Fig. 1: run 1, met3 routing
The bar under the picture is 20 microns long. Cells faint in the background.
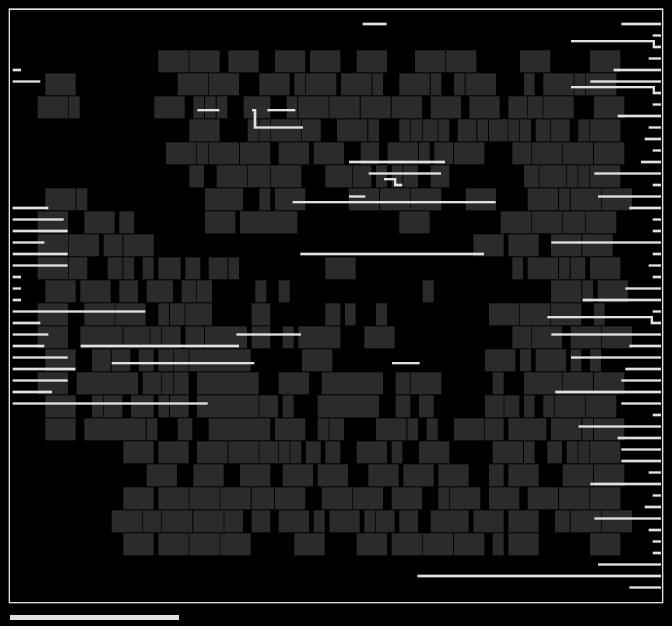
Fig. 2: run 1, metal 1
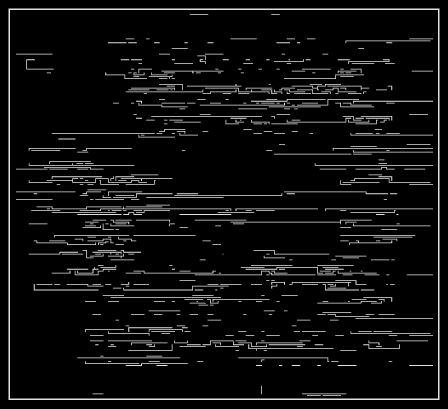
Fig. 3: run 1, routing congestion map
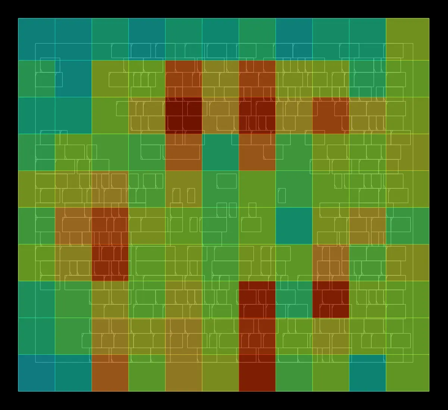
### config.mk
export PLATFORM = sky130hd
export DESIGN_NAME = a4_stage_branch_flat
export DESIGN_NICKNAME = d
export VERILOG_FILES = /design/src/rtl/a4_pkg.sv /design/src/rtl/a4_stage_branch_if.sv /design/src/rtl/a4_stage_reg.sv /design/src/rtl/a4_stage_branch.sv /design/src/flat_wrapper.sv
export SDC_FILE = /design/constraint.sdc
export NUM_CORES = 1
export LEC_CHECK = 0
export CORE_ASPECT_RATIO = 0.9
export CORE_MARGIN = 3
export CORE_UTILIZATION = 22
export CTS_CLUSTER_SIZE = 10
export DETAILED_ROUTE_END_ITERATION = 16
export PLACE_DENSITY = 0.95
export SLEW_MARGIN = 40
export SYNTH_ARGS = -nofsm -noshare
export SYNTH_HDL_FRONTEND = slang
export SYNTH_SLANG_ARGS = --single-unit
### constraint.sdc
create_clock -name CLOCK -period 3.6 [get_ports CLOCK]
set_input_delay 0.36 -clock CLOCK [delete_from_list [all_inputs] [get_ports CLOCK]]
set_output_delay 0.36 -clock CLOCK [all_outputs]
set_load 0.03 [all_outputs]
### src/rtl/a4_pkg.sv
// Stage encodings, divide next-state function and crosspoint table for A4.
// Latency: pure functions and constants, no state.
// Backpressure: none; nothing in this package holds state.
package a4_pkg;

  typedef enum logic [2:0] {
    STG_0 = 3'd0, STG_1 = 3'd1, STG_2 = 3'd2, STG_3 = 3'd3,
    STG_4 = 3'd4, STG_5 = 3'd5, STG_6 = 3'd6, STG_7 = 3'd7
  } stg_e;

  // Membership masks indexed by stage number.
  localparam logic [7:0] ST376_SET  = 8'b1100_1000;
  localparam logic [7:0] ST1376_SET = 8'b1100_1010;
  localparam logic [7:0] ST3764_SET = 8'b1101_1000;

  function automatic logic in_set(input stg_e s, input logic [7:0] set);
    return set[s];
  endfunction

  // Divide sequence 0->1->3->7->6->4->0; unused codes fall back to 0.
  function automatic stg_e div_next(input stg_e s);
    case (s)
      STG_0:   return STG_1;
      STG_1:   return STG_3;
      STG_3:   return STG_7;
      STG_7:   return STG_6;
      STG_6:   return STG_4;
      default: return STG_0;
    endcase
  endfunction

  // Terms the crosspoint matrix is built from; all active high.
  typedef struct packed {
    logic [12:1] t;
    logic div, st0, st1, st3, st4, st376, st1376;
    logic br1, br2;
    logic read0, write0, rand0, wand0, ror0, wor0, rxor0, rupt0, rupt1;
    logic geqzro, l15, sumb16, trsm, rsm3, mp1, ts0, store1;
  } xp_in_t;

  // Control pulses and crosspoints, active high (ports invert the _ forms).
  typedef struct packed {
    logic ra, rb, rc, rb1, r1c, wg, wl, wy, ci, l16, rsc, wch, tmz;
    logic tsgn, tsgn2, trsm, tl15;
    logic b15x, r15, rb2, rrpa, sgum, t12use;
    logic d1xp10, d2xp3, d2xp5, d3xp7, d5xp4, d6xp5, d7xp19, d8xp6, d9xp1;
    logic d2pp1, d8pp4;
  } xp_out_t;

  function automatic xp_out_t xp_eval(input xp_in_t i);
    xp_out_t o;
    logic dv0, dv1, dv4, dv376, dv1376, io;
    dv0    = i.div & i.st0;
    dv1    = i.div & i.st1;
    dv4    = i.div & i.st4;
    dv376  = i.div & i.st376;
    dv1376 = i.div & i.st1376;
    io     = i.read0 | i.write0 | i.rand0 | i.wand0 | i.ror0 | i.wor0 | i.rxor0;
    o = '0;
    o.d1xp10 = i.t[1] & dv0;
    o.d2xp3  = i.t[2] & i.st3;
    o.d2xp5  = i.t[2] & dv1;
    o.d3xp7  = i.t[3] & dv376;
    o.d5xp4  = i.t[5] & dv4;
    o.d6xp5  = i.t[6] & dv376 & i.br1;
    o.d7xp19 = i.t[7] & dv1376 & !i.br1 & !i.br2;
    o.d8xp6  = i.t[8] & dv4 & i.br1 & i.br2;
    o.d9xp1  = i.t[9] & i.st0 & i.rupt0;
    o.d2pp1  = i.t[2] & dv1376 & i.br1 & !i.br2;
    o.d8pp4  = i.t[8] & dv376 & !i.br1;
    o.b15x   = i.t[7] & dv0;
    o.r15    = i.t[1] & i.rupt1;
    o.rb2    = i.t[3] & i.rupt0;
    o.rrpa   = i.t[10] & i.rupt1;
    o.sgum   = i.t[4] & dv376 & (i.br1 ^ i.br2);
    o.t12use = i.t[12] & dv1376;
    o.tsgn   = i.t[1] & i.div & i.st0;
    o.tsgn2  = i.t[4] & dv376 & i.sumb16;
    o.ra     = (i.t[1] & io) | o.r15 | (i.t[2] & i.rupt0);
    o.rb     = (o.d2xp3 & !i.div) | (i.t[5] & dv1376);
    o.rc     = i.t[4] & dv376 & !i.geqzro;
    o.rb1    = (i.t[9] & dv1) | o.rb2;
    o.r1c    = i.t[6] & dv4;
    o.wg     = (i.t[5] & (i.read0 | i.rand0 | i.ror0 | i.rxor0)) | o.d2xp5;
    o.wl     = i.t[8] & io;
    o.wy     = (i.t[6] & io) | o.d3xp7;
    o.ci     = i.t[7] & dv1376 & !i.br1;
    o.l16    = i.t[8] & dv4 & i.l15;
    o.rsc    = i.t[2] & (i.read0 | i.write0);
    o.wch    = i.t[8] & (i.write0 | i.wand0 | i.wor0);
    o.tmz    = i.t[10] & i.st0 & i.store1;
    o.trsm   = i.t[5] & i.trsm & i.rsm3;
    o.tl15   = (i.t[11] & i.st1 & i.mp1) | (i.t[3] & i.ts0);
    return o;
  endfunction

endpackage

### src/rtl/a4_stage_branch_if.sv
// Signal bundle between the SQ/QC decoder side and the A4 stage/branch module.
// Latency: wires only.
// Backpressure: none; all signals are level/pulse control lines.
interface a4_stage_branch_if;
  logic CGA4, DVST, GOJAM, RSTSTG, STRTFC;
  logic SQ0_, SQ1_, SQ2_, SQEXT, SQEXT_, SQR10, SQR10_, SQR12_, QC0_, QC1_, QC2_, QC3_;
  logic T01, T01_, T02_, T03_, T04_, T05_, T06_, T07_, T08_, T09_, T10_, T11_, T12_;
  logic PHS2_, PHS3_, PHS4, PHS4_, ST1, ST2;
  logic SUMA16_, SUMB16_, OVF_, UNF_, GEQZRO_, L15_, TOV_, TPZG_, TSGU_;
  logic WL01_, WL02_, WL03_, WL04_, WL05_, WL06_, WL07_, WL08_;
  logic WL09_, WL10_, WL11_, WL12_, WL13_, WL14_, WL15_, WL16_;
  logic EXST0_, EXST1_, IC12, IC13, INKL, MP0_, MP1, MP3_, MTCSAI, NDR100_;
  logic RSM3, RSM3_, STORE1_, TRSM, TS0_, XB7_, XT1_, d7XP14;

  logic STG1, STG2, STG3, ST0_, ST1_, ST3_, ST4_, ST1D, STD2, ST376, ST376_, ST1376_;
  logic BR1, BR1_, BR2, BR2_, BR12B, BR12B_, BR1B2, BR1B2_, BR1B2B, BR1B2B_, BRDIF_;
  logic DIV_, DIVSTG, DV0, DV0_, DV1, DV1_, DV4, DV4_, DV376, DV376_, DV1376, DV1376_, DV3764, DVST_;
  logic READ0, READ0_, WRITE0, WRITE0_, RAND0, WAND0, ROR0, WOR0, WOR0_, RXOR0, RXOR0_;
  logic RUPT0, RUPT0_, RUPT1, RUPT1_, INOUT, INOUT_, PRINC, KRPT;
  logic RA_, RB_, RC_, RB1_, R1C_, WG_, WL_, WY_, CI_, L16_, RSC_, WCH_, TMZ_, TSGN_, TSGN2, TRSM_, TL15;
  logic MBR1, MBR2, MST1, MST2, MST3, MRSC, MP3A, MP0T10;
  logic B15X, R15, RB2, RRPA, SGUM, T12USE_;
  logic d1XP10, d2XP3, d2XP5, d3XP7, d5XP4, d6XP5, d7XP19, d8XP6, d9XP1, d2PP1, d8PP4;

  modport master (
    output CGA4, DVST, GOJAM, RSTSTG, STRTFC,
    output SQ0_, SQ1_, SQ2_, SQEXT, SQEXT_, SQR10, SQR10_, SQR12_, QC0_, QC1_, QC2_, QC3_,
    output T01, T01_, T02_, T03_, T04_, T05_, T06_, T07_, T08_, T09_, T10_, T11_, T12_,
    output PHS2_, PHS3_, PHS4, PHS4_, ST1, ST2,
    output SUMA16_, SUMB16_, OVF_, UNF_, GEQZRO_, L15_, TOV_, TPZG_, TSGU_,
    output WL01_, WL02_, WL03_, WL04_, WL05_, WL06_, WL07_, WL08_,
    output WL09_, WL10_, WL11_, WL12_, WL13_, WL14_, WL15_, WL16_,
    output EXST0_, EXST1_, IC12, IC13, INKL, MP0_, MP1, MP3_, MTCSAI, NDR100_,
    output RSM3, RSM3_, STORE1_, TRSM, TS0_, XB7_, XT1_, d7XP14,
    input  STG1, STG2, STG3, ST0_, ST1_, ST3_, ST4_, ST1D, STD2, ST376, ST376_, ST1376_,
    input  BR1, BR1_, BR2, BR2_, BR12B, BR12B_, BR1B2, BR1B2_, BR1B2B, BR1B2B_, BRDIF_,
    input  DIV_, DIVSTG, DV0, DV0_, DV1, DV1_, DV4, DV4_, DV376, DV376_, DV1376, DV1376_, DV3764, DVST_,
    input  READ0, READ0_, WRITE0, WRITE0_, RAND0, WAND0, ROR0, WOR0, WOR0_, RXOR0, RXOR0_,
    input  RUPT0, RUPT0_, RUPT1, RUPT1_, INOUT, INOUT_, PRINC, KRPT,
    input  RA_, RB_, RC_, RB1_, R1C_, WG_, WL_, WY_, CI_, L16_, RSC_, WCH_, TMZ_, TSGN_, TSGN2, TRSM_, TL15,
    input  MBR1, MBR2, MST1, MST2, MST3, MRSC, MP3A, MP0T10,
    input  B15X, R15, RB2, RRPA, SGUM, T12USE_,
    input  d1XP10, d2XP3, d2XP5, d3XP7, d5XP4, d6XP5, d7XP19, d8XP6, d9XP1, d2PP1, d8PP4
  );

  modport slave (
    input  CGA4, DVST, GOJAM, RSTSTG, STRTFC,
    input  SQ0_, SQ1_, SQ2_, SQEXT, SQEXT_, SQR10, SQR10_, SQR12_, QC0_, QC1_, QC2_, QC3_,
    input  T01, T01_, T02_, T03_, T04_, T05_, T06_, T07_, T08_, T09_, T10_, T11_, T12_,
    input  PHS2_, PHS3_, PHS4, PHS4_, ST1, ST2,
    input  SUMA16_, SUMB16_, OVF_, UNF_, GEQZRO_, L15_, TOV_, TPZG_, TSGU_,
    input  WL01_, WL02_, WL03_, WL04_, WL05_, WL06_, WL07_, WL08_,
    input  WL09_, WL10_, WL11_, WL12_, WL13_, WL14_, WL15_, WL16_,
    input  EXST0_, EXST1_, IC12, IC13, INKL, MP0_, MP1, MP3_, MTCSAI, NDR100_,
    input  RSM3, RSM3_, STORE1_, TRSM, TS0_, XB7_, XT1_, d7XP14,
    output STG1, STG2, STG3, ST0_, ST1_, ST3_, ST4_, ST1D, STD2, ST376, ST376_, ST1376_,
    output BR1, BR1_, BR2, BR2_, BR12B, BR12B_, BR1B2, BR1B2_, BR1B2B, BR1B2B_, BRDIF_,
    output DIV_, DIVSTG, DV0, DV0_, DV1, DV1_, DV4, DV4_, DV376, DV376_, DV1376, DV1376_, DV3764, DVST_,
    output READ0, READ0_, WRITE0, WRITE0_, RAND0, WAND0, ROR0, WOR0, WOR0_, RXOR0, RXOR0_,
    output RUPT0, RUPT0_, RUPT1, RUPT1_, INOUT, INOUT_, PRINC, KRPT,
    output RA_, RB_, RC_, RB1_, R1C_, WG_, WL_, WY_, CI_, L16_, RSC_, WCH_, TMZ_, TSGN_, TSGN2, TRSM_, TL15,
    output MBR1, MBR2, MST1, MST2, MST3, MRSC, MP3A, MP0T10,
    output B15X, R15, RB2, RRPA, SGUM, T12USE_,
    output d1XP10, d2XP3, d2XP5, d3XP7, d5XP4, d6XP5, d7XP19, d8XP6, d9XP1, d2PP1, d8PP4
  );
endinterface

### src/rtl/a4_stage_reg.sv
// Stage counter STG3..1 with the divide-stage sequencer.
// Latency: stage updates one clock after a stage strobe; divstg is combinational.
// Backpressure: none; the counter only moves on the stage strobe.
module a4_stage_reg
  import a4_pkg::*;
(
  input  logic clk,
  input  logic rst,
  input  logic ss,       // stage strobe
  input  logic clr,      // GOJAM | RSTSTG | STRTFC
  input  logic div,
  input  logic dvst,
  input  logic st1_req,
  input  logic st2_req,
  output stg_e stg,
  output logic divstg
);

  // Divide sequencing is live in stage 0 and along 1,3,7,6; stage 4 exits normally.
  assign divstg = div & ((stg == STG_0) | in_set(stg, ST1376_SET));

  // Stage register: clear beats divide stepping, which beats the ST1/ST2 load.
  always_ff @(posedge clk) begin
    if (rst) begin
      stg <= STG_0;
    end else if (ss) begin
      if (clr)                 stg <= STG_0;
      else if (divstg && dvst) stg <= div_next(stg);
      else                     stg <= stg_e'({1'b0, st2_req, st1_req});
    end
  end

endmodule

### src/rtl/a4_stage_branch.sv
// AGC A4 stage/branch: stage and branch state, class decodes, crosspoint pulses.
// Latency: STG/BR register on CLOCK; every other output is combinational.
// Backpressure: none; outputs follow inputs and state each cycle.
module a4_stage_branch
  import a4_pkg::*;
(
  input logic               CLOCK,
  input logic               rst,
  a4_stage_branch_if.slave  bus
);

  stg_e        stg;
  logic [2:0]  stg_bits;
  logic        divstg, div, ss, stg_clr;
  logic        br1, br2, wl_zero;
  logic        st0_d, st1_d, st2_d, st3_d, st4_d, st376_d, st1376_d, st3764_d;
  logic        io, rupt0;
  logic [2:0]  io_idx;
  logic [7:0]  cls;
  xp_in_t      xi;
  xp_out_t     xo;
  logic        unused_ok;

  assign ss      = !bus.T12_ & !bus.PHS3_;
  assign stg_clr = bus.GOJAM | bus.RSTSTG | bus.STRTFC;
  assign div     = bus.SQEXT & !bus.SQ1_ & !bus.QC0_;

  a4_stage_reg u_stage (
    .clk     (CLOCK),
    .rst     (rst),
    .ss      (ss),
    .clr     (stg_clr),
    .div     (div),
    .dvst    (bus.DVST),
    .st1_req (bus.ST1),
    .st2_req (bus.ST2),
    .stg     (stg),
    .divstg  (divstg)
  );

  assign wl_zero = &{bus.WL16_, bus.WL15_, bus.WL14_, bus.WL13_, bus.WL12_, bus.WL11_,
                     bus.WL10_, bus.WL09_, bus.WL08_, bus.WL07_, bus.WL06_, bus.WL05_,
                     bus.WL04_, bus.WL03_, bus.WL02_, bus.WL01_};

  // Branch flops: later tests override earlier ones on the same edge, GOJAM last.
  always_ff @(posedge CLOCK) begin
    if (rst) begin
      br1 <= 1'b0;
      br2 <= 1'b0;
    end else begin
      if (!bus.TOV_) begin
        br1 <= !bus.OVF_;
        br2 <= !bus.UNF_;
      end
      if (!bus.TSGU_) br1 <= !bus.SUMA16_;
      if (!bus.TPZG_) br2 <= wl_zero;
      if (bus.GOJAM) begin
        br1 <= 1'b0;
        br2 <= 1'b0;
      end
    end
  end

  assign stg_bits = stg;
  assign st0_d    = (stg == STG_0);
  assign st1_d    = (stg == STG_1);
  assign st2_d    = (stg == STG_2);
  assign st3_d    = (stg == STG_3);
  assign st4_d    = (stg == STG_4);
  assign st376_d  = in_set(stg, ST376_SET);
  assign st1376_d = in_set(stg, ST1376_SET);
  assign st3764_d = in_set(stg, ST3764_SET);

  // Peripheral class decode: one-hot over {QC1,QC0,SQR10}, class 7 is RUPT1.
  assign io     = bus.SQEXT & !bus.SQ0_;
  assign io_idx = {!bus.QC1_, !bus.QC0_, bus.SQR10};
  assign cls    = io ? (8'd1 << io_idx) : 8'd0;
  assign rupt0  = !bus.SQEXT & !bus.SQ0_ & !bus.QC0_ & bus.SQR12_;

  // Gather crosspoint terms; the table itself lives in the package.
  always_comb begin
    xi        = '0;
    xi.t      = ~{bus.T12_, bus.T11_, bus.T10_, bus.T09_, bus.T08_, bus.T07_,
                  bus.T06_, bus.T05_, bus.T04_, bus.T03_, bus.T02_, bus.T01_};
    xi.div    = div;
    xi.st0    = st0_d;
    xi.st1    = st1_d;
    xi.st3    = st3_d;
    xi.st4    = st4_d;
    xi.st376  = st376_d;
    xi.st1376 = st1376_d;
    xi.br1    = br1;
    xi.br2    = br2;
    xi.read0  = cls[0];
    xi.write0 = cls[1];
    xi.rand0  = cls[2];
    xi.wand0  = cls[3];
    xi.ror0   = cls[4];
    xi.wor0   = cls[5];
    xi.rxor0  = cls[6];
    xi.rupt1  = cls[7];
    xi.rupt0  = rupt0;
    xi.geqzro = !bus.GEQZRO_;
    xi.l15    = !bus.L15_;
    xi.sumb16 = !bus.SUMB16_;
    xi.trsm   = bus.TRSM;
    xi.rsm3   = bus.RSM3;
    xi.mp1    = bus.MP1;
    xi.ts0    = !bus.TS0_;
    xi.store1 = !bus.STORE1_;
  end

  assign xo = xp_eval(xi);

  // Stage outputs.
  assign bus.STG1    = stg_bits[0];
  assign bus.STG2    = stg_bits[1];
  assign bus.STG3    = stg_bits[2];
  assign bus.ST0_    = !st0_d;
  assign bus.ST1_    = !st1_d;
  assign bus.ST3_    = !st3_d;
  assign bus.ST4_    = !st4_d;
  assign bus.ST1D    = st1_d & !div;   // stage 1 outside a divide
  assign bus.STD2    = st2_d;
  assign bus.ST376   = st376_d;
  assign bus.ST376_  = !st376_d;
  assign bus.ST1376_ = !st1376_d;

  // Branch outputs.
  assign bus.BR1     = br1;
  assign bus.BR1_    = !br1;
  assign bus.BR2     = br2;
  assign bus.BR2_    = !br2;
  assign bus.BR12B   = !br1 & !br2;
  assign bus.BR12B_  = !(!br1 & !br2);
  assign bus.BR1B2   = br1 & br2;
  assign bus.BR1B2_  = !(br1 & br2);
  assign bus.BR1B2B  = br1 & !br2;
  assign bus.BR1B2B_ = !(br1 & !br2);
  assign bus.BRDIF_  = !(br1 ^ br2);

  // Divide outputs.
  assign bus.DIV_    = !div;
  assign bus.DIVSTG  = divstg;
  assign bus.DV0     = div & st0_d;
  assign bus.DV0_    = !(div & st0_d);
  assign bus.DV1     = div & st1_d;
  assign bus.DV1_    = !(div & st1_d);
  assign bus.DV4     = div & st4_d;
  assign bus.DV4_    = !(div & st4_d);
  assign bus.DV376   = div & st376_d;
  assign bus.DV376_  = !(div & st376_d);
  assign bus.DV1376  = div & st1376_d;
  assign bus.DV1376_ = !(div & st1376_d);
  assign bus.DV3764  = div & st3764_d;
  assign bus.DVST_   = !bus.DVST;

  // Instruction-class outputs.
  assign bus.READ0   = cls[0];
  assign bus.READ0_  = !cls[0];
  assign bus.WRITE0  = cls[1];
  assign bus.WRITE0_ = !cls[1];
  assign bus.RAND0   = cls[2];
  assign bus.WAND0   = cls[3];
  assign bus.ROR0    = cls[4];
  assign bus.WOR0    = cls[5];
  assign bus.WOR0_   = !cls[5];
  assign bus.RXOR0   = cls[6];
  assign bus.RXOR0_  = !cls[6];
  assign bus.RUPT1   = cls[7];
  assign bus.RUPT1_  = !cls[7];
  assign bus.RUPT0   = rupt0;
  assign bus.RUPT0_  = !rupt0;
  assign bus.INOUT   = |cls[6:0];
  assign bus.INOUT_  = !(|cls[6:0]);
  assign bus.PRINC   = !bus.INKL & !bus.SQEXT;
  assign bus.KRPT    = rupt0 & !bus.T09_;

  // Control pulses.
  assign bus.RA_     = !xo.ra;
  assign bus.RB_     = !xo.rb;
  assign bus.RC_     = !xo.rc;
  assign bus.RB1_    = !xo.rb1;
  assign bus.R1C_    = !xo.r1c;
  assign bus.WG_     = !xo.wg;
  assign bus.WL_     = !xo.wl;
  assign bus.WY_     = !xo.wy;
  assign bus.CI_     = !xo.ci;
  assign bus.L16_    = !xo.l16;
  assign bus.RSC_    = !xo.rsc;
  assign bus.WCH_    = !xo.wch;
  assign bus.TMZ_    = !xo.tmz;
  assign bus.TSGN_   = !xo.tsgn;
  assign bus.TSGN2   = xo.tsgn2;
  assign bus.TRSM_   = !xo.trsm;
  assign bus.TL15    = xo.tl15;

  // Monitor copies.
  assign bus.MBR1    = br1;
  assign bus.MBR2    = br2;
  assign bus.MST1    = stg_bits[0];
  assign bus.MST2    = stg_bits[1];
  assign bus.MST3    = stg_bits[2];
  assign bus.MRSC    = xo.rsc;
  assign bus.MP3A    = !bus.MP3_;
  assign bus.MP0T10  = !bus.MP0_ & !bus.T10_;

  // Crosspoint terms.
  assign bus.B15X    = xo.b15x;
  assign bus.R15     = xo.r15;
  assign bus.RB2     = xo.rb2;
  assign bus.RRPA    = xo.rrpa;
  assign bus.SGUM    = xo.sgum;
  assign bus.T12USE_ = !xo.t12use;
  assign bus.d1XP10  = xo.d1xp10;
  assign bus.d2XP3   = xo.d2xp3;
  assign bus.d2XP5   = xo.d2xp5;
  assign bus.d3XP7   = xo.d3xp7;
  assign bus.d5XP4   = xo.d5xp4;
  assign bus.d6XP5   = xo.d6xp5;
  assign bus.d7XP19  = xo.d7xp19;
  assign bus.d8XP6   = xo.d8xp6;
  assign bus.d9XP1   = xo.d9xp1;
  assign bus.d2PP1   = xo.d2pp1;
  assign bus.d8PP4   = xo.d8pp4;

  // Strap and qualifiers this slice of the matrix does not consume.
  assign unused_ok = &{1'b0, bus.CGA4, bus.T01, bus.SQ2_, bus.SQEXT_, bus.SQR10_,
                       bus.QC2_, bus.QC3_, bus.PHS2_, bus.PHS4, bus.PHS4_, bus.EXST0_,
                       bus.EXST1_, bus.IC12, bus.IC13, bus.MTCSAI, bus.NDR100_,
                       bus.RSM3_, bus.XB7_, bus.XT1_, bus.d7XP14};

endmodule

### src/flat_wrapper.sv
// flat-port wrapper written by rule: the top's interface ports become plain ports
module a4_stage_branch_flat import a4_pkg::*;
  (CLOCK, rst, bus_CGA4, bus_DVST, bus_GOJAM, bus_RSTSTG, bus_STRTFC, bus_SQ0_, bus_SQ1_, bus_SQ2_, bus_SQEXT, bus_SQEXT_, bus_SQR10, bus_SQR10_, bus_SQR12_, bus_QC0_, bus_QC1_, bus_QC2_, bus_QC3_, bus_T01, bus_T01_, bus_T02_, bus_T03_, bus_T04_, bus_T05_, bus_T06_, bus_T07_, bus_T08_, bus_T09_, bus_T10_, bus_T11_, bus_T12_, bus_PHS2_, bus_PHS3_, bus_PHS4, bus_PHS4_, bus_ST1, bus_ST2, bus_SUMA16_, bus_SUMB16_, bus_OVF_, bus_UNF_, bus_GEQZRO_, bus_L15_, bus_TOV_, bus_TPZG_, bus_TSGU_, bus_WL01_, bus_WL02_, bus_WL03_, bus_WL04_, bus_WL05_, bus_WL06_, bus_WL07_, bus_WL08_, bus_WL09_, bus_WL10_, bus_WL11_, bus_WL12_, bus_WL13_, bus_WL14_, bus_WL15_, bus_WL16_, bus_EXST0_, bus_EXST1_, bus_IC12, bus_IC13, bus_INKL, bus_MP0_, bus_MP1, bus_MP3_, bus_MTCSAI, bus_NDR100_, bus_RSM3, bus_RSM3_, bus_STORE1_, bus_TRSM, bus_TS0_, bus_XB7_, bus_XT1_, bus_d7XP14, bus_STG1, bus_STG2, bus_STG3, bus_ST0_, bus_ST1_, bus_ST3_, bus_ST4_, bus_ST1D, bus_STD2, bus_ST376, bus_ST376_, bus_ST1376_, bus_BR1, bus_BR1_, bus_BR2, bus_BR2_, bus_BR12B, bus_BR12B_, bus_BR1B2, bus_BR1B2_, bus_BR1B2B, bus_BR1B2B_, bus_BRDIF_, bus_DIV_, bus_DIVSTG, bus_DV0, bus_DV0_, bus_DV1, bus_DV1_, bus_DV4, bus_DV4_, bus_DV376, bus_DV376_, bus_DV1376, bus_DV1376_, bus_DV3764, bus_DVST_, bus_READ0, bus_READ0_, bus_WRITE0, bus_WRITE0_, bus_RAND0, bus_WAND0, bus_ROR0, bus_WOR0, bus_WOR0_, bus_RXOR0, bus_RXOR0_, bus_RUPT0, bus_RUPT0_, bus_RUPT1, bus_RUPT1_, bus_INOUT, bus_INOUT_, bus_PRINC, bus_KRPT, bus_RA_, bus_RB_, bus_RC_, bus_RB1_, bus_R1C_, bus_WG_, bus_WL_, bus_WY_, bus_CI_, bus_L16_, bus_RSC_, bus_WCH_, bus_TMZ_, bus_TSGN_, bus_TSGN2, bus_TRSM_, bus_TL15, bus_MBR1, bus_MBR2, bus_MST1, bus_MST2, bus_MST3, bus_MRSC, bus_MP3A, bus_MP0T10, bus_B15X, bus_R15, bus_RB2, bus_RRPA, bus_SGUM, bus_T12USE_, bus_d1XP10, bus_d2XP3, bus_d2XP5, bus_d3XP7, bus_d5XP4, bus_d6XP5, bus_d7XP19, bus_d8XP6, bus_d9XP1, bus_d2PP1, bus_d8PP4);
  a4_stage_branch_if bus_i ();
  input logic CLOCK;
  input logic rst;
  input wire logic [$bits(bus_i.CGA4)-1:0] bus_CGA4;
  input wire logic [$bits(bus_i.DVST)-1:0] bus_DVST;
  input wire logic [$bits(bus_i.GOJAM)-1:0] bus_GOJAM;
  input wire logic [$bits(bus_i.RSTSTG)-1:0] bus_RSTSTG;
  input wire logic [$bits(bus_i.STRTFC)-1:0] bus_STRTFC;
  input wire logic [$bits(bus_i.SQ0_)-1:0] bus_SQ0_;
  input wire logic [$bits(bus_i.SQ1_)-1:0] bus_SQ1_;
  input wire logic [$bits(bus_i.SQ2_)-1:0] bus_SQ2_;
  input wire logic [$bits(bus_i.SQEXT)-1:0] bus_SQEXT;
  input wire logic [$bits(bus_i.SQEXT_)-1:0] bus_SQEXT_;
  input wire logic [$bits(bus_i.SQR10)-1:0] bus_SQR10;
  input wire logic [$bits(bus_i.SQR10_)-1:0] bus_SQR10_;
  input wire logic [$bits(bus_i.SQR12_)-1:0] bus_SQR12_;
  input wire logic [$bits(bus_i.QC0_)-1:0] bus_QC0_;
  input wire logic [$bits(bus_i.QC1_)-1:0] bus_QC1_;
  input wire logic [$bits(bus_i.QC2_)-1:0] bus_QC2_;
  input wire logic [$bits(bus_i.QC3_)-1:0] bus_QC3_;
  input wire logic [$bits(bus_i.T01)-1:0] bus_T01;
  input wire logic [$bits(bus_i.T01_)-1:0] bus_T01_;
  input wire logic [$bits(bus_i.T02_)-1:0] bus_T02_;
  input wire logic [$bits(bus_i.T03_)-1:0] bus_T03_;
  input wire logic [$bits(bus_i.T04_)-1:0] bus_T04_;
  input wire logic [$bits(bus_i.T05_)-1:0] bus_T05_;
  input wire logic [$bits(bus_i.T06_)-1:0] bus_T06_;
  input wire logic [$bits(bus_i.T07_)-1:0] bus_T07_;
  input wire logic [$bits(bus_i.T08_)-1:0] bus_T08_;
  input wire logic [$bits(bus_i.T09_)-1:0] bus_T09_;
  input wire logic [$bits(bus_i.T10_)-1:0] bus_T10_;
  input wire logic [$bits(bus_i.T11_)-1:0] bus_T11_;
  input wire logic [$bits(bus_i.T12_)-1:0] bus_T12_;
  input wire logic [$bits(bus_i.PHS2_)-1:0] bus_PHS2_;
  input wire logic [$bits(bus_i.PHS3_)-1:0] bus_PHS3_;
  input wire logic [$bits(bus_i.PHS4)-1:0] bus_PHS4;
  input wire logic [$bits(bus_i.PHS4_)-1:0] bus_PHS4_;
  input wire logic [$bits(bus_i.ST1)-1:0] bus_ST1;
  input wire logic [$bits(bus_i.ST2)-1:0] bus_ST2;
  input wire logic [$bits(bus_i.SUMA16_)-1:0] bus_SUMA16_;
  input wire logic [$bits(bus_i.SUMB16_)-1:0] bus_SUMB16_;
  input wire logic [$bits(bus_i.OVF_)-1:0] bus_OVF_;
  input wire logic [$bits(bus_i.UNF_)-1:0] bus_UNF_;
  input wire logic [$bits(bus_i.GEQZRO_)-1:0] bus_GEQZRO_;
  input wire logic [$bits(bus_i.L15_)-1:0] bus_L15_;
  input wire logic [$bits(bus_i.TOV_)-1:0] bus_TOV_;
  input wire logic [$bits(bus_i.TPZG_)-1:0] bus_TPZG_;
  input wire logic [$bits(bus_i.TSGU_)-1:0] bus_TSGU_;
  input wire logic [$bits(bus_i.WL01_)-1:0] bus_WL01_;
  input wire logic [$bits(bus_i.WL02_)-1:0] bus_WL02_;
  input wire logic [$bits(bus_i.WL03_)-1:0] bus_WL03_;
  input wire logic [$bits(bus_i.WL04_)-1:0] bus_WL04_;
  input wire logic [$bits(bus_i.WL05_)-1:0] bus_WL05_;
  input wire logic [$bits(bus_i.WL06_)-1:0] bus_WL06_;
  input wire logic [$bits(bus_i.WL07_)-1:0] bus_WL07_;
  input wire logic [$bits(bus_i.WL08_)-1:0] bus_WL08_;
  input wire logic [$bits(bus_i.WL09_)-1:0] bus_WL09_;
  input wire logic [$bits(bus_i.WL10_)-1:0] bus_WL10_;
  input wire logic [$bits(bus_i.WL11_)-1:0] bus_WL11_;
  input wire logic [$bits(bus_i.WL12_)-1:0] bus_WL12_;
  input wire logic [$bits(bus_i.WL13_)-1:0] bus_WL13_;
  input wire logic [$bits(bus_i.WL14_)-1:0] bus_WL14_;
  input wire logic [$bits(bus_i.WL15_)-1:0] bus_WL15_;
  input wire logic [$bits(bus_i.WL16_)-1:0] bus_WL16_;
  input wire logic [$bits(bus_i.EXST0_)-1:0] bus_EXST0_;
  input wire logic [$bits(bus_i.EXST1_)-1:0] bus_EXST1_;
  input wire logic [$bits(bus_i.IC12)-1:0] bus_IC12;
  input wire logic [$bits(bus_i.IC13)-1:0] bus_IC13;
  input wire logic [$bits(bus_i.INKL)-1:0] bus_INKL;
  input wire logic [$bits(bus_i.MP0_)-1:0] bus_MP0_;
  input wire logic [$bits(bus_i.MP1)-1:0] bus_MP1;
  input wire logic [$bits(bus_i.MP3_)-1:0] bus_MP3_;
  input wire logic [$bits(bus_i.MTCSAI)-1:0] bus_MTCSAI;
  input wire logic [$bits(bus_i.NDR100_)-1:0] bus_NDR100_;
  input wire logic [$bits(bus_i.RSM3)-1:0] bus_RSM3;
  input wire logic [$bits(bus_i.RSM3_)-1:0] bus_RSM3_;
  input wire logic [$bits(bus_i.STORE1_)-1:0] bus_STORE1_;
  input wire logic [$bits(bus_i.TRSM)-1:0] bus_TRSM;
  input wire logic [$bits(bus_i.TS0_)-1:0] bus_TS0_;
  input wire logic [$bits(bus_i.XB7_)-1:0] bus_XB7_;
  input wire logic [$bits(bus_i.XT1_)-1:0] bus_XT1_;
  input wire logic [$bits(bus_i.d7XP14)-1:0] bus_d7XP14;
  output wire logic [$bits(bus_i.STG1)-1:0] bus_STG1;
  output wire logic [$bits(bus_i.STG2)-1:0] bus_STG2;
  output wire logic [$bits(bus_i.STG3)-1:0] bus_STG3;
  output wire logic [$bits(bus_i.ST0_)-1:0] bus_ST0_;
  output wire logic [$bits(bus_i.ST1_)-1:0] bus_ST1_;
  output wire logic [$bits(bus_i.ST3_)-1:0] bus_ST3_;
  output wire logic [$bits(bus_i.ST4_)-1:0] bus_ST4_;
  output wire logic [$bits(bus_i.ST1D)-1:0] bus_ST1D;
  output wire logic [$bits(bus_i.STD2)-1:0] bus_STD2;
  output wire logic [$bits(bus_i.ST376)-1:0] bus_ST376;
  output wire logic [$bits(bus_i.ST376_)-1:0] bus_ST376_;
  output wire logic [$bits(bus_i.ST1376_)-1:0] bus_ST1376_;
  output wire logic [$bits(bus_i.BR1)-1:0] bus_BR1;
  output wire logic [$bits(bus_i.BR1_)-1:0] bus_BR1_;
  output wire logic [$bits(bus_i.BR2)-1:0] bus_BR2;
  output wire logic [$bits(bus_i.BR2_)-1:0] bus_BR2_;
  output wire logic [$bits(bus_i.BR12B)-1:0] bus_BR12B;
  output wire logic [$bits(bus_i.BR12B_)-1:0] bus_BR12B_;
  output wire logic [$bits(bus_i.BR1B2)-1:0] bus_BR1B2;
  output wire logic [$bits(bus_i.BR1B2_)-1:0] bus_BR1B2_;
  output wire logic [$bits(bus_i.BR1B2B)-1:0] bus_BR1B2B;
  output wire logic [$bits(bus_i.BR1B2B_)-1:0] bus_BR1B2B_;
  output wire logic [$bits(bus_i.BRDIF_)-1:0] bus_BRDIF_;
  output wire logic [$bits(bus_i.DIV_)-1:0] bus_DIV_;
  output wire logic [$bits(bus_i.DIVSTG)-1:0] bus_DIVSTG;
  output wire logic [$bits(bus_i.DV0)-1:0] bus_DV0;
  output wire logic [$bits(bus_i.DV0_)-1:0] bus_DV0_;
  output wire logic [$bits(bus_i.DV1)-1:0] bus_DV1;
  output wire logic [$bits(bus_i.DV1_)-1:0] bus_DV1_;
  output wire logic [$bits(bus_i.DV4)-1:0] bus_DV4;
  output wire logic [$bits(bus_i.DV4_)-1:0] bus_DV4_;
  output wire logic [$bits(bus_i.DV376)-1:0] bus_DV376;
  output wire logic [$bits(bus_i.DV376_)-1:0] bus_DV376_;
  output wire logic [$bits(bus_i.DV1376)-1:0] bus_DV1376;
  output wire logic [$bits(bus_i.DV1376_)-1:0] bus_DV1376_;
  output wire logic [$bits(bus_i.DV3764)-1:0] bus_DV3764;
  output wire logic [$bits(bus_i.DVST_)-1:0] bus_DVST_;
  output wire logic [$bits(bus_i.READ0)-1:0] bus_READ0;
  output wire logic [$bits(bus_i.READ0_)-1:0] bus_READ0_;
  output wire logic [$bits(bus_i.WRITE0)-1:0] bus_WRITE0;
  output wire logic [$bits(bus_i.WRITE0_)-1:0] bus_WRITE0_;
  output wire logic [$bits(bus_i.RAND0)-1:0] bus_RAND0;
  output wire logic [$bits(bus_i.WAND0)-1:0] bus_WAND0;
  output wire logic [$bits(bus_i.ROR0)-1:0] bus_ROR0;
  output wire logic [$bits(bus_i.WOR0)-1:0] bus_WOR0;
  output wire logic [$bits(bus_i.WOR0_)-1:0] bus_WOR0_;
  output wire logic [$bits(bus_i.RXOR0)-1:0] bus_RXOR0;
  output wire logic [$bits(bus_i.RXOR0_)-1:0] bus_RXOR0_;
  output wire logic [$bits(bus_i.RUPT0)-1:0] bus_RUPT0;
  output wire logic [$bits(bus_i.RUPT0_)-1:0] bus_RUPT0_;
  output wire logic [$bits(bus_i.RUPT1)-1:0] bus_RUPT1;
  output wire logic [$bits(bus_i.RUPT1_)-1:0] bus_RUPT1_;
  output wire logic [$bits(bus_i.INOUT)-1:0] bus_INOUT;
  output wire logic [$bits(bus_i.INOUT_)-1:0] bus_INOUT_;
  output wire logic [$bits(bus_i.PRINC)-1:0] bus_PRINC;
  output wire logic [$bits(bus_i.KRPT)-1:0] bus_KRPT;
  output wire logic [$bits(bus_i.RA_)-1:0] bus_RA_;
  output wire logic [$bits(bus_i.RB_)-1:0] bus_RB_;
  output wire logic [$bits(bus_i.RC_)-1:0] bus_RC_;
  output wire logic [$bits(bus_i.RB1_)-1:0] bus_RB1_;
  output wire logic [$bits(bus_i.R1C_)-1:0] bus_R1C_;
  output wire logic [$bits(bus_i.WG_)-1:0] bus_WG_;
  output wire logic [$bits(bus_i.WL_)-1:0] bus_WL_;
  output wire logic [$bits(bus_i.WY_)-1:0] bus_WY_;
  output wire logic [$bits(bus_i.CI_)-1:0] bus_CI_;
  output wire logic [$bits(bus_i.L16_)-1:0] bus_L16_;
  output wire logic [$bits(bus_i.RSC_)-1:0] bus_RSC_;
  output wire logic [$bits(bus_i.WCH_)-1:0] bus_WCH_;
  output wire logic [$bits(bus_i.TMZ_)-1:0] bus_TMZ_;
  output wire logic [$bits(bus_i.TSGN_)-1:0] bus_TSGN_;
  output wire logic [$bits(bus_i.TSGN2)-1:0] bus_TSGN2;
  output wire logic [$bits(bus_i.TRSM_)-1:0] bus_TRSM_;
  output wire logic [$bits(bus_i.TL15)-1:0] bus_TL15;
  output wire logic [$bits(bus_i.MBR1)-1:0] bus_MBR1;
  output wire logic [$bits(bus_i.MBR2)-1:0] bus_MBR2;
  output wire logic [$bits(bus_i.MST1)-1:0] bus_MST1;
  output wire logic [$bits(bus_i.MST2)-1:0] bus_MST2;
  output wire logic [$bits(bus_i.MST3)-1:0] bus_MST3;
  output wire logic [$bits(bus_i.MRSC)-1:0] bus_MRSC;
  output wire logic [$bits(bus_i.MP3A)-1:0] bus_MP3A;
  output wire logic [$bits(bus_i.MP0T10)-1:0] bus_MP0T10;
  output wire logic [$bits(bus_i.B15X)-1:0] bus_B15X;
  output wire logic [$bits(bus_i.R15)-1:0] bus_R15;
  output wire logic [$bits(bus_i.RB2)-1:0] bus_RB2;
  output wire logic [$bits(bus_i.RRPA)-1:0] bus_RRPA;
  output wire logic [$bits(bus_i.SGUM)-1:0] bus_SGUM;
  output wire logic [$bits(bus_i.T12USE_)-1:0] bus_T12USE_;
  output wire logic [$bits(bus_i.d1XP10)-1:0] bus_d1XP10;
  output wire logic [$bits(bus_i.d2XP3)-1:0] bus_d2XP3;
  output wire logic [$bits(bus_i.d2XP5)-1:0] bus_d2XP5;
  output wire logic [$bits(bus_i.d3XP7)-1:0] bus_d3XP7;
  output wire logic [$bits(bus_i.d5XP4)-1:0] bus_d5XP4;
  output wire logic [$bits(bus_i.d6XP5)-1:0] bus_d6XP5;
  output wire logic [$bits(bus_i.d7XP19)-1:0] bus_d7XP19;
  output wire logic [$bits(bus_i.d8XP6)-1:0] bus_d8XP6;
  output wire logic [$bits(bus_i.d9XP1)-1:0] bus_d9XP1;
  output wire logic [$bits(bus_i.d2PP1)-1:0] bus_d2PP1;
  output wire logic [$bits(bus_i.d8PP4)-1:0] bus_d8PP4;
  assign bus_i.CGA4 = bus_CGA4;
  assign bus_i.DVST = bus_DVST;
  assign bus_i.GOJAM = bus_GOJAM;
  assign bus_i.RSTSTG = bus_RSTSTG;
  assign bus_i.STRTFC = bus_STRTFC;
  assign bus_i.SQ0_ = bus_SQ0_;
  assign bus_i.SQ1_ = bus_SQ1_;
  assign bus_i.SQ2_ = bus_SQ2_;
  assign bus_i.SQEXT = bus_SQEXT;
  assign bus_i.SQEXT_ = bus_SQEXT_;
  assign bus_i.SQR10 = bus_SQR10;
  assign bus_i.SQR10_ = bus_SQR10_;
  assign bus_i.SQR12_ = bus_SQR12_;
  assign bus_i.QC0_ = bus_QC0_;
  assign bus_i.QC1_ = bus_QC1_;
  assign bus_i.QC2_ = bus_QC2_;
  assign bus_i.QC3_ = bus_QC3_;
  assign bus_i.T01 = bus_T01;
  assign bus_i.T01_ = bus_T01_;
  assign bus_i.T02_ = bus_T02_;
  assign bus_i.T03_ = bus_T03_;
  assign bus_i.T04_ = bus_T04_;
  assign bus_i.T05_ = bus_T05_;
  assign bus_i.T06_ = bus_T06_;
  assign bus_i.T07_ = bus_T07_;
  assign bus_i.T08_ = bus_T08_;
  assign bus_i.T09_ = bus_T09_;
  assign bus_i.T10_ = bus_T10_;
  assign bus_i.T11_ = bus_T11_;
  assign bus_i.T12_ = bus_T12_;
  assign bus_i.PHS2_ = bus_PHS2_;
  assign bus_i.PHS3_ = bus_PHS3_;
  assign bus_i.PHS4 = bus_PHS4;
  assign bus_i.PHS4_ = bus_PHS4_;
  assign bus_i.ST1 = bus_ST1;
  assign bus_i.ST2 = bus_ST2;
  assign bus_i.SUMA16_ = bus_SUMA16_;
  assign bus_i.SUMB16_ = bus_SUMB16_;
  assign bus_i.OVF_ = bus_OVF_;
  assign bus_i.UNF_ = bus_UNF_;
  assign bus_i.GEQZRO_ = bus_GEQZRO_;
  assign bus_i.L15_ = bus_L15_;
  assign bus_i.TOV_ = bus_TOV_;
  assign bus_i.TPZG_ = bus_TPZG_;
  assign bus_i.TSGU_ = bus_TSGU_;
  assign bus_i.WL01_ = bus_WL01_;
  assign bus_i.WL02_ = bus_WL02_;
  assign bus_i.WL03_ = bus_WL03_;
  assign bus_i.WL04_ = bus_WL04_;
  assign bus_i.WL05_ = bus_WL05_;
  assign bus_i.WL06_ = bus_WL06_;
  assign bus_i.WL07_ = bus_WL07_;
  assign bus_i.WL08_ = bus_WL08_;
  assign bus_i.WL09_ = bus_WL09_;
  assign bus_i.WL10_ = bus_WL10_;
  assign bus_i.WL11_ = bus_WL11_;
  assign bus_i.WL12_ = bus_WL12_;
  assign bus_i.WL13_ = bus_WL13_;
  assign bus_i.WL14_ = bus_WL14_;
  assign bus_i.WL15_ = bus_WL15_;
  assign bus_i.WL16_ = bus_WL16_;
  assign bus_i.EXST0_ = bus_EXST0_;
  assign bus_i.EXST1_ = bus_EXST1_;
  assign bus_i.IC12 = bus_IC12;
  assign bus_i.IC13 = bus_IC13;
  assign bus_i.INKL = bus_INKL;
  assign bus_i.MP0_ = bus_MP0_;
  assign bus_i.MP1 = bus_MP1;
  assign bus_i.MP3_ = bus_MP3_;
  assign bus_i.MTCSAI = bus_MTCSAI;
  assign bus_i.NDR100_ = bus_NDR100_;
  assign bus_i.RSM3 = bus_RSM3;
  assign bus_i.RSM3_ = bus_RSM3_;
  assign bus_i.STORE1_ = bus_STORE1_;
  assign bus_i.TRSM = bus_TRSM;
  assign bus_i.TS0_ = bus_TS0_;
  assign bus_i.XB7_ = bus_XB7_;
  assign bus_i.XT1_ = bus_XT1_;
  assign bus_i.d7XP14 = bus_d7XP14;
  assign bus_STG1 = bus_i.STG1;
  assign bus_STG2 = bus_i.STG2;
  assign bus_STG3 = bus_i.STG3;
  assign bus_ST0_ = bus_i.ST0_;
  assign bus_ST1_ = bus_i.ST1_;
  assign bus_ST3_ = bus_i.ST3_;
  assign bus_ST4_ = bus_i.ST4_;
  assign bus_ST1D = bus_i.ST1D;
  assign bus_STD2 = bus_i.STD2;
  assign bus_ST376 = bus_i.ST376;
  assign bus_ST376_ = bus_i.ST376_;
  assign bus_ST1376_ = bus_i.ST1376_;
  assign bus_BR1 = bus_i.BR1;
  assign bus_BR1_ = bus_i.BR1_;
  assign bus_BR2 = bus_i.BR2;
  assign bus_BR2_ = bus_i.BR2_;
  assign bus_BR12B = bus_i.BR12B;
  assign bus_BR12B_ = bus_i.BR12B_;
  assign bus_BR1B2 = bus_i.BR1B2;
  assign bus_BR1B2_ = bus_i.BR1B2_;
  assign bus_BR1B2B = bus_i.BR1B2B;
  assign bus_BR1B2B_ = bus_i.BR1B2B_;
  assign bus_BRDIF_ = bus_i.BRDIF_;
  assign bus_DIV_ = bus_i.DIV_;
  assign bus_DIVSTG = bus_i.DIVSTG;
  assign bus_DV0 = bus_i.DV0;
  assign bus_DV0_ = bus_i.DV0_;
  assign bus_DV1 = bus_i.DV1;
  assign bus_DV1_ = bus_i.DV1_;
  assign bus_DV4 = bus_i.DV4;
  assign bus_DV4_ = bus_i.DV4_;
  assign bus_DV376 = bus_i.DV376;
  assign bus_DV376_ = bus_i.DV376_;
  assign bus_DV1376 = bus_i.DV1376;
  assign bus_DV1376_ = bus_i.DV1376_;
  assign bus_DV3764 = bus_i.DV3764;
  assign bus_DVST_ = bus_i.DVST_;
  assign bus_READ0 = bus_i.READ0;
  assign bus_READ0_ = bus_i.READ0_;
  assign bus_WRITE0 = bus_i.WRITE0;
  assign bus_WRITE0_ = bus_i.WRITE0_;
  assign bus_RAND0 = bus_i.RAND0;
  assign bus_WAND0 = bus_i.WAND0;
  assign bus_ROR0 = bus_i.ROR0;
  assign bus_WOR0 = bus_i.WOR0;
  assign bus_WOR0_ = bus_i.WOR0_;
  assign bus_RXOR0 = bus_i.RXOR0;
  assign bus_RXOR0_ = bus_i.RXOR0_;
  assign bus_RUPT0 = bus_i.RUPT0;
  assign bus_RUPT0_ = bus_i.RUPT0_;
  assign bus_RUPT1 = bus_i.RUPT1;
  assign bus_RUPT1_ = bus_i.RUPT1_;
  assign bus_INOUT = bus_i.INOUT;
  assign bus_INOUT_ = bus_i.INOUT_;
  assign bus_PRINC = bus_i.PRINC;
  assign bus_KRPT = bus_i.KRPT;
  assign bus_RA_ = bus_i.RA_;
  assign bus_RB_ = bus_i.RB_;
  assign bus_RC_ = bus_i.RC_;
  assign bus_RB1_ = bus_i.RB1_;
  assign bus_R1C_ = bus_i.R1C_;
  assign bus_WG_ = bus_i.WG_;
  assign bus_WL_ = bus_i.WL_;
  assign bus_WY_ = bus_i.WY_;
  assign bus_CI_ = bus_i.CI_;
  assign bus_L16_ = bus_i.L16_;
  assign bus_RSC_ = bus_i.RSC_;
  assign bus_WCH_ = bus_i.WCH_;
  assign bus_TMZ_ = bus_i.TMZ_;
  assign bus_TSGN_ = bus_i.TSGN_;
  assign bus_TSGN2 = bus_i.TSGN2;
  assign bus_TRSM_ = bus_i.TRSM_;
  assign bus_TL15 = bus_i.TL15;
  assign bus_MBR1 = bus_i.MBR1;
  assign bus_MBR2 = bus_i.MBR2;
  assign bus_MST1 = bus_i.MST1;
  assign bus_MST2 = bus_i.MST2;
  assign bus_MST3 = bus_i.MST3;
  assign bus_MRSC = bus_i.MRSC;
  assign bus_MP3A = bus_i.MP3A;
  assign bus_MP0T10 = bus_i.MP0T10;
  assign bus_B15X = bus_i.B15X;
  assign bus_R15 = bus_i.R15;
  assign bus_RB2 = bus_i.RB2;
  assign bus_RRPA = bus_i.RRPA;
  assign bus_SGUM = bus_i.SGUM;
  assign bus_T12USE_ = bus_i.T12USE_;
  assign bus_d1XP10 = bus_i.d1XP10;
  assign bus_d2XP3 = bus_i.d2XP3;
  assign bus_d2XP5 = bus_i.d2XP5;
  assign bus_d3XP7 = bus_i.d3XP7;
  assign bus_d5XP4 = bus_i.d5XP4;
  assign bus_d6XP5 = bus_i.d6XP5;
  assign bus_d7XP19 = bus_i.d7XP19;
  assign bus_d8XP6 = bus_i.d8XP6;
  assign bus_d9XP1 = bus_i.d9XP1;
  assign bus_d2PP1 = bus_i.d2PP1;
  assign bus_d8PP4 = bus_i.d8PP4;
  a4_stage_branch u_core (.CLOCK(CLOCK), .rst(rst), .bus(bus_i));
endmodule
==> flow_summary_export.csv <==
group,metric,value,unit
setup_path,arrival,2.79,ns
placed_design,gp_congestion,0.867,
global_routing,grt_pass1_wl,8.67,mm
final_layout,combGateArea,656,sq um
yosys,syn_nets,250,
final_timing,clock_skew,0.00132,ns
cts,ctsHtreeMaxLevel,1,
floorplan,rows,22,
yosys,yosysWarnings,0,
yosys,synth-seq-cells,8,
final_timing,finalCritPeriodShare,87.4,%
cts,cts_tree,"done",
global_routing,grt_pass1_vias,1681,
yosys,yosys-stat-cells,166,
yosys,synthArstFlopShare,0,%
placed_design,dp.cells,375,
yosys,ys.flop_type,"dfxtp_1",
worst_hold_path,worstHoldPathCells,3,
drt,ant_nets,0,
drt,vias,1732,
cts,cts-root-buf,"clkbuf_8",
final_layout,final_layout_size_suffix_gt1_share,4.09,%
floorplan,core_util_floorplan,23.6,%
final_layout,final-instance-count-excl-fill,378,
final_layout,regArea,160,sq um
yosys,top_area_cell,"dfxtp_1",
yosys,top_area_share,16.0,%
yosys,ys_seq_share,16.0,%
setup_path,ff2ff_path_depth,6,
final_layout,nets,404,
drt,firstDrtPassIters,4,
final_timing,tightest_slew,0.401,ns
final_timing,rsz0062_at_grt,"false",
drt,drc,0,
final_timing,worst_slack,0.453,ns
final_layout,n_fill_cell,381,
cts,cts_buffers,3,
final_timing,fin_crit,3.15,ns
yosys,yosysChipArea,0.00100,sq mm
global_routing,overflow,0,
setup_path,timing_worst_setup_path_type,"primary input to primary output",
yosys,synth_cell_types,34,
cts,insertion_delay,0.22,ns
cts,clkSinkCount,8,
worst_hold_path,whs_endpoint,"u_core.st1376_d",
placed_design,hpwlAfterDp,4.75,mm
run,warning_count,48,
run_status,status,"completed",
power,p_per_area,148,mW/mm^2
cts,clk_path_buf_depth,2,
final_layout,diodes,0,
yosys,netlist_instances,166,
placed_design,port_buffers,158,
global_routing,grt_usage,19.6,%
final_timing,max_clock_freq,0.318,GHz
worst_hold_path,hold_path_startpoint,"u_core.st1376_d",
drt,routed_wl,5.43,mm
final_timing,tns,0,ns
setup_path,critPathRequiredTime,3.24,ns
drt,drtIter0Drc,79,
global_routing,grt_max_degree,12,
cts,clkTransAtPathRegs,0.04,ns
cts,cts_resized,0,
setup_path,ff2ff_setup_slack,1.79,ns
yosys,postSynthAreaPerCell,6.03,sq um
floorplan,die_w,77.1,microns
final_timing,slew_headroom,73.1,%
setup_path,cp-end-kind,"primary output",
drt,vias_per_cell,4.58,
setup_path,rr_startpoint,"u_core.u_stage.stg[0]",
final_timing,setup_viol,0,
yosys,common_cells,"inv_1 (31), nor2_1 (26), nand2_1 (12)",
power,ir_drop,0.246,mV
final_timing,slew_violations,0,
global_routing,antenna_found_initial,0,
yosys,edf_count,0,
final_timing,finalHoldViolations,0,
power,finalPower,390,uW
placed_design,place_worst_setup_slack,0.442,ns
About Fig. 1:
wire length on this layer: 491 microns
main direction: horizontal
longest straight run: 28.5 microns

About Fig. 2:
main direction: horizontal
wire length on this layer: 2100 microns

About Fig. 3:
met2 usage: 35.4%
routed len/inst: 14.4 microns
final core occ: 62.3%

==> run 1: critical path, cell delays in order <==
cell and delay, ns:
clkdlybuf4s50_1 0.57, nor3b_4 0.33, inv_2 0.11, or3_1 0.47, or3_1 0.34, clkdlybuf4s50_1 0.60
==> run 1: registers in the layout, summed over array words and instances (netlist names) <==
name                count
u_core.bus.ST376        1
u_core.st1376_d         1
u_core.st3764_d         1
u_core.bus.BR1          1
u_core.u_stage.stg      3
u_core.bus.BR2          1
==> run 1: stage by stage <==
stage / hold WS [ns] / area (sq um)
finish: 0.700 / 2640
detailed placement: 0.679 / 2600
CTS: 0.688 / 2640
global placement: 0.678 / 2600
global route: 0.780 / 2640
floorplan: 0.432 / 1000
==> run 1: metal layers <==
layer / share of wire (%) / GRT usage [%]
met1: 39 / 22.9
met2: 51 / 35.4
met3: 9.0 / 5.80
met4: 1.3 / 3.56
met5: 0 / 0
==> run 1: cell families after synthesis <==
kind of cell,count (synthesis),synth area share [%]
and+or+nand+nor,92,49.0
buffers and inverters,42,18.5
AOI/OAI and AO/OA,21,12.8
DFF,8,16.0
adders and majority gates,3,3.75
==> run 1: placed cells by master, fill, tap and decap left out, types with 3 or more instances in the layout <==
master | netlist | final
a21oi_1 | 9 | 9
and2_1 | 4 | 4
clkbuf_8 | 0 | 3
clkdlybuf4s50_1 | 0 | 158
dfxtp_1 | 8 | 8
ha_1 | 3 | 3
inv_1 | 31 | 31
nand2_1 | 12 | 12
nand2b_1 | 4 | 4
nand3_1 | 4 | 4
nand4_1 | 7 | 7
nor2_1 | 26 | 26
nor3_1 | 11 | 11
nor4_1 | 4 | 4
o21ai_0 | 5 | 5
or2_2 | 5 | 5
or3_1 | 6 | 6
==> run 1: power breakdown <==
group          switching [uW]  internal [uW]
combinational            89.5            103
sequential               2.34           90.3
clock                    32.5           72.2
total                     124            266
==> run 1: worst max path at each step <==
| stage | slack [ns] | endpoint | start |
|---|---|---|---|
| 2_1_floorplan | 0.79 | bus_WY_ | bus_SQR10 |
| 6_report | 0.45 | bus_L16_ | bus_SQEXT |
| 3_5_place_dp | 0.44 | bus_d8XP6 | bus_SQEXT |
| 4_1_cts | 0.45 | bus_L16_ | bus_SQEXT |
| 3_3_place_gp | 0.49 | bus_d8XP6 | bus_SQEXT |
| 5_1_grt | 0.36 | bus_L16_ | bus_SQEXT |
==> run 1: area by class of cell <==
| type | instances | area share, % |
|---|---|---|
| Clock buffer | 3 | 1.56 |
| Inverter | 32 | 4.55 |
| Multi-Input combinational cell | 116 | 24.8 |
| Sequential cell | 8 | 6.06 |
| Tap cell | 60 | 2.84 |
| Timing Repair Buffer | 159 | 60.2 |
No activity file was given, so power comes from the tool's default toggle rates.
